`src/rtl/wb_arbiter_2m.sv`:
```
`timescale 1ns/1ps
// Two-master Wishbone arbiter: alternates on contention, never pre-empts a held cycle.
// Define WB_ARB_TIMEOUT_EN to abort a granted cycle that waits TIMEOUT_CYC cycles for ack.
module wb_arbiter_2m #(
  parameter int ADDR_W      = 32,
  parameter int DATA_W      = 32,
  parameter int TIMEOUT_CYC = 255
) (
  input  logic                clk_i,
  input  logic                rst_ni,
  input  logic                m0_cyc_i,
  input  logic                m0_stb_i,
  input  logic                m0_we_i,
  input  logic [DATA_W/8-1:0] m0_sel_i,
  input  logic [ADDR_W-1:0]   m0_addr_i,
  input  logic [DATA_W-1:0]   m0_data_i,
  output logic                m0_ack_o,
  output logic                m0_err_o,
  output logic [DATA_W-1:0]   m0_data_o,
  input  logic                m1_cyc_i,
  input  logic                m1_stb_i,
  input  logic                m1_we_i,
  input  logic [DATA_W/8-1:0] m1_sel_i,
  input  logic [ADDR_W-1:0]   m1_addr_i,
  input  logic [DATA_W-1:0]   m1_data_i,
  output logic                m1_ack_o,
  output logic                m1_err_o,
  output logic [DATA_W-1:0]   m1_data_o,
  output logic                s_cyc_o,
  output logic                s_stb_o,
  output logic                s_we_o,
  output logic [DATA_W/8-1:0] s_sel_o,
  output logic [ADDR_W-1:0]   s_addr_o,
  output logic [DATA_W-1:0]   s_data_o,
  input  logic [DATA_W-1:0]   s_data_i,
  input  logic                s_ack_i,
  output logic [1:0]          grant_o
);
  typedef enum logic [1:0] {IDLE = 2'd0, GNT0 = 2'd1, GNT1 = 2'd2} state_e;

  if (TIMEOUT_CYC < 1 || TIMEOUT_CYC > 255) begin : g_bad_timeout
    $error("TIMEOUT_CYC must lie in 1..255");
  end

  state_e     state_q, state_d;
  logic       last_owner_q;
  logic       fire;
  logic [1:0] blk;
  logic       req0, req1, g0, g1;

  assign g0   = (state_q == GNT0);
  assign g1   = (state_q == GNT1);
  // A master that timed out may not win again until it has released cyc.
  assign req0 = m0_cyc_i & ~blk[0];
  assign req1 = m1_cyc_i & ~blk[1];

`ifdef WB_ARB_TIMEOUT_EN
  localparam logic [7:0] TO_LIM = 8'(TIMEOUT_CYC);
  logic [7:0] cnt_q;
  logic [1:0] blk_q;

  assign fire = (state_q != IDLE) && (cnt_q == TO_LIM);

  always_ff @(posedge clk_i or negedge rst_ni) begin
    if (!rst_ni) begin
      cnt_q <= '0;
      blk_q <= '0;
    end else begin
      if (state_d != state_q || s_ack_i || state_q == IDLE) cnt_q <= '0;
      else if (s_stb_o)                                      cnt_q <= cnt_q + 8'd1;
      blk_q[0] <= (fire && g0) || (blk_q[0] && m0_cyc_i);
      blk_q[1] <= (fire && g1) || (blk_q[1] && m1_cyc_i);
    end
  end

  assign blk      = blk_q;
  assign m0_err_o = fire && g0;
  assign m1_err_o = fire && g1;
`else
  assign fire     = 1'b0;
  assign blk      = 2'b00;
  assign m0_err_o = 1'b0;
  assign m1_err_o = 1'b0;
`endif

  always_ff @(posedge clk_i or negedge rst_ni) begin
    if (!rst_ni) begin
      state_q      <= IDLE;
      last_owner_q <= 1'b1;
    end else begin
      state_q <= state_d;
      if (state_d != state_q && state_d == GNT0) last_owner_q <= 1'b0;
      if (state_d != state_q && state_d == GNT1) last_owner_q <= 1'b1;
    end
  end

  always_comb begin
    state_d = state_q;
    case (state_q)
      IDLE: begin
        if (req0 && req1) state_d = last_owner_q ? GNT0 : GNT1;
        else if (req0)    state_d = GNT0;
        else if (req1)    state_d = GNT1;
      end
      GNT0: begin
        if (fire)           state_d = IDLE;
        else if (!m0_cyc_i) state_d = req1 ? GNT1 : IDLE;
      end
      GNT1: begin
        if (fire)           state_d = IDLE;
        else if (!m1_cyc_i) state_d = req0 ? GNT0 : IDLE;
      end
      default: state_d = IDLE;
    endcase
  end

  // Slave side follows the owner; cyc/stb also track the owner's live cyc.
  always_comb begin
    s_cyc_o  = 1'b0;
    s_stb_o  = 1'b0;
    s_we_o   = 1'b0;
    s_sel_o  = '0;
    s_addr_o = '0;
    s_data_o = '0;
    if (g0) begin
      s_cyc_o  = m0_cyc_i & ~fire;
      s_stb_o  = m0_cyc_i & m0_stb_i & ~fire;
      s_we_o   = m0_we_i;
      s_sel_o  = m0_sel_i;
      s_addr_o = m0_addr_i;
      s_data_o = m0_data_i;
    end else if (g1) begin
      s_cyc_o  = m1_cyc_i & ~fire;
      s_stb_o  = m1_cyc_i & m1_stb_i & ~fire;
      s_we_o   = m1_we_i;
      s_sel_o  = m1_sel_i;
      s_addr_o = m1_addr_i;
      s_data_o = m1_data_i;
    end
  end

  assign m0_ack_o  = g0 & m0_cyc_i & ~fire & s_ack_i;
  assign m1_ack_o  = g1 & m1_cyc_i & ~fire & s_ack_i;
  assign m0_data_o = s_data_i;
  assign m1_data_o = s_data_i;
  assign grant_o   = {g1, g0};
endmodule

```
`config.mk`:
```
export PLATFORM = sky130hd
export DESIGN_NAME = wb_arbiter_2m
export DESIGN_NICKNAME = d
export VERILOG_FILES = /design/src/rtl/wb_arbiter_2m.sv
export SDC_FILE = /design/constraint.sdc
export NUM_CORES = 1
export LEC_CHECK = 0
export ABC_AREA = 1
export CAP_MARGIN = 20
export CORE_AREA = 2 2 123 125
export DETAILED_ROUTE_END_ITERATION = 10
export DIE_AREA = 0 0 125 127
export GPL_TIMING_DRIVEN = 0
export PLACE_DENSITY = 0.65
export SLEW_MARGIN = 30
export SYNTH_ARGS = -nofsm -noshare
export SYNTH_HDL_FRONTEND = slang
export SYNTH_SLANG_ARGS = --single-unit
```
`constraint.sdc`:
```
create_clock -name clk_i -period 1.1 [get_ports clk_i]
set_input_delay 0.11 -clock clk_i [delete_from_list [all_inputs] [get_ports clk_i]]
set_output_delay 0.11 -clock clk_i [all_outputs]
set_load 0.01 [all_outputs]
```
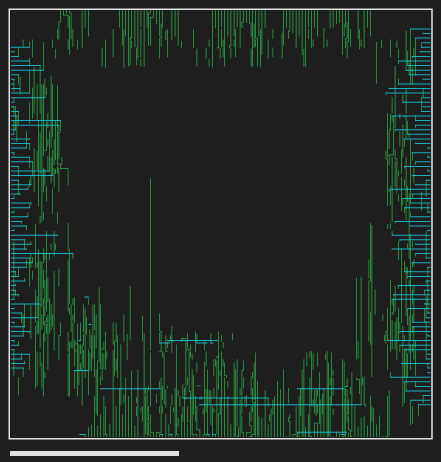
(signal wires by layer)
Bar = 50 um. Two of the layers only.
legend:
  green:
    layer: metal 2
    wire_length: 4870 um
  cyan:
    layer: metal 3
    wire_length: 914 um

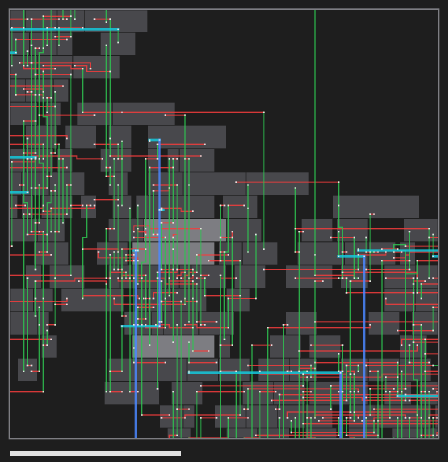
(a small window of the routed layout)
Bar = 20 um. Region (6, 7) to (56, 57) um. Cells in gray, sequential cells in the stronger gray; small squares are vias.
legend:
  cyan:
    layer: metal 3
  green:
    layer: metal 2
  red:
    layer: metal 1
  blue:
    layer: metal 4
most frequent: clkdlybuf4s50_1 (29), a22o_1 (19), buf_6 (13)
sequential cells in the window: 3
cells with their middle in the window: 118
netlist names of flops here include: state_q (2), last_owner_q (1)

==> state kept, by name, summed over array words and instances (netlist names) <==
| register | count |
|---|---|
| last_owner_q | 1 |
| state_q | 2 |
==> report_power, final <==
group | switching (W) | leakage (nW) | internal (W) | total, W
combinational | 0.00235 | 2.14 | 0.00332 | 0.00567
clock | 0.000105 | 0.0382 | 0.000479 | 0.000584
sequential | 0.0000546 | 0.0331 | 0.000175 | 0.000229
==> final timing paths <==
path | to | cells past startpoint
max in group asynchronous | last_owner_q | 1
worst max register to register | last_owner_q | 10
worst min-delay path | state_q[1] | 1
worst min register to register | last_owner_q | 2
min in group clk_i | state_q[1] | 3
worst max-delay path | s_addr_o[15] | 6
==> stage by stage <==
step	cells	TNS [ps]	total power [W]	utilization	cell area (sq um)
floorplan	184	-6550	0.00268	-	1520
global placement	651	-57210	0.00546	0.318	4580
detailed placement	651	-60090	0.00552	0.318	4580
CTS	669	-32360	0.00599	0.316	4550
global route	676	-37170	0.00685	0.331	4770
finish	676	-33360	0.00648	0.331	4770
==> worst reg2reg max path, stage by stage, from the launching register on <==
cell,delay [ps]
dfrtp_2,410
buf_6,130
buf_4,120
buf_6,110
buf_6,120
nor2_4,70
nand3_2,90
nand3_4,110
nand2_1,50
nand2_1,60
nand2_1,70
==> cell families after synthesis <==
group / share of synthesized area
AOI/OAI and AO/OA: 0.416
and+or+nand+nor: 0.0762
DFF: 0.0505
other: 0.00248
buffers and inverters: 0.455
==> cell usage in the layout (no fill, tap or decap), types with 2 or more instances in the layout <==
cell type,count
a22o_1,68
buf_6,27
nand2_1,5
buf_8,10
inv_2,2
inv_1,3
buf_12,5
conb_1,2
buf_2,60
clkbuf_16,4
nand3_2,2
clkdlybuf4s50_1,207
nor2_4,5
buf_4,74
dfrtp_2,2
nand2_2,3
==> cell type report <==
| type | count | area share |
|---|---|---|
| Buffer | 82 | 0.150 |
| Timing Repair Buffer | 304 | 0.594 |
| Multi-Input combinational cell | 94 | 0.171 |
| Tap cell | 184 | 0.0483 |
| Clock buffer | 4 | 0.0165 |
| Inverter | 5 | 0.00394 |
| Sequential cell | 3 | 0.0165 |
==> what timing repair did <==
action,in CTS,in global routing
resized,329,25
hold buffers,0,0
endpoints found under the setup margin,77,78
setup buffers,11,6
pin swaps,26,11
cloned,3,1
==> per-layer routing <==
metal	global-route usage	wire, um	vias to the layer above
met1	0.103	3100	1173
li1	-	-	1226
met5	0	0	-
met2	0.198	4870	177
met3	0.0226	914	17
met4	0.0307	172	0
==> impl_metrics.yaml <==
# implementation run metrics
sta:
  fin_ws_ps: -514
  drv_slew: 0
  hold_viol: 0
  hold_slack_ps: 70.3
  skew_ps: 0.574
  layout_min_cycle_time_ps: 1610
  fin_crit_sh: 1.47
  setup_violations: 78
clocking:
  clock_path_buffers: 2
  clk_pin_slew_ps: 30
  worstSkewPairLatency_ps: 230
  root_buffer: "clkbuf_16"
  cts.sink_count: 3
yosys:
  ys_types: 19
  synthCells: 183
  synth_top_area_share: 0.400
  enable_flop_cells: 0
  common_cells: "a22o_1 (69), buf_4 (68), buf_6 (14), nand2_1 (6), nor2_1 (4)"
  post-synth-top-count-cell: "a22o_1"
  syn-cell-area_sq_um: 1510
  ys_area_sq_um: 1510
  area_leaders: "a22o_1 (40%), buf_4 (34%), buf_6 (10%), dfrtp_1 (3.3%), dfstp_2 (1.7%)"
layout:
  num-nets-final: 670
  drive_gt1_frac: 0.409
  regArea_sq_um: 78.8
  antennaDiodeCount: 0
global_routing:
  grt_pass1_vias: 2807
  antenna_found_initial: 0
  grt_max_degree: 11
  track_usage: 0.0996
  grt-ovfl-total: 0
setup_path:
  path_class: "reg -> out"
  end_kind: "primary output"
  worstReg2RegStart: "state_q[0]"
  crit_buf_inv: 4
  critPathMaxFanout: 8
  reg2reg_slack_ps: -310
route:
  routed_wl_mm: 9.06
  routedWlPerCell_um: 13.4
  via_per_inst: 3.84
  drc: 0
  ant_nets: 0
  vias: 2593
  dr.pass1.iters: 4
placed_design:
  place_ws_ps: -888
  place_congestion: 0.851
min_path:
  hp-class: "in -> async"
floorplan:
  die_w_um: 125
  row_count: 44
  die-area_sq_um: 15900
  core_sq_um: 14400
  io_pins: 318
run:
  drv_cap: 0
outcome:
  violations: "negative setup slack"
  status: "complete, but fails checks"
Power and IR drop assume default switching activity.
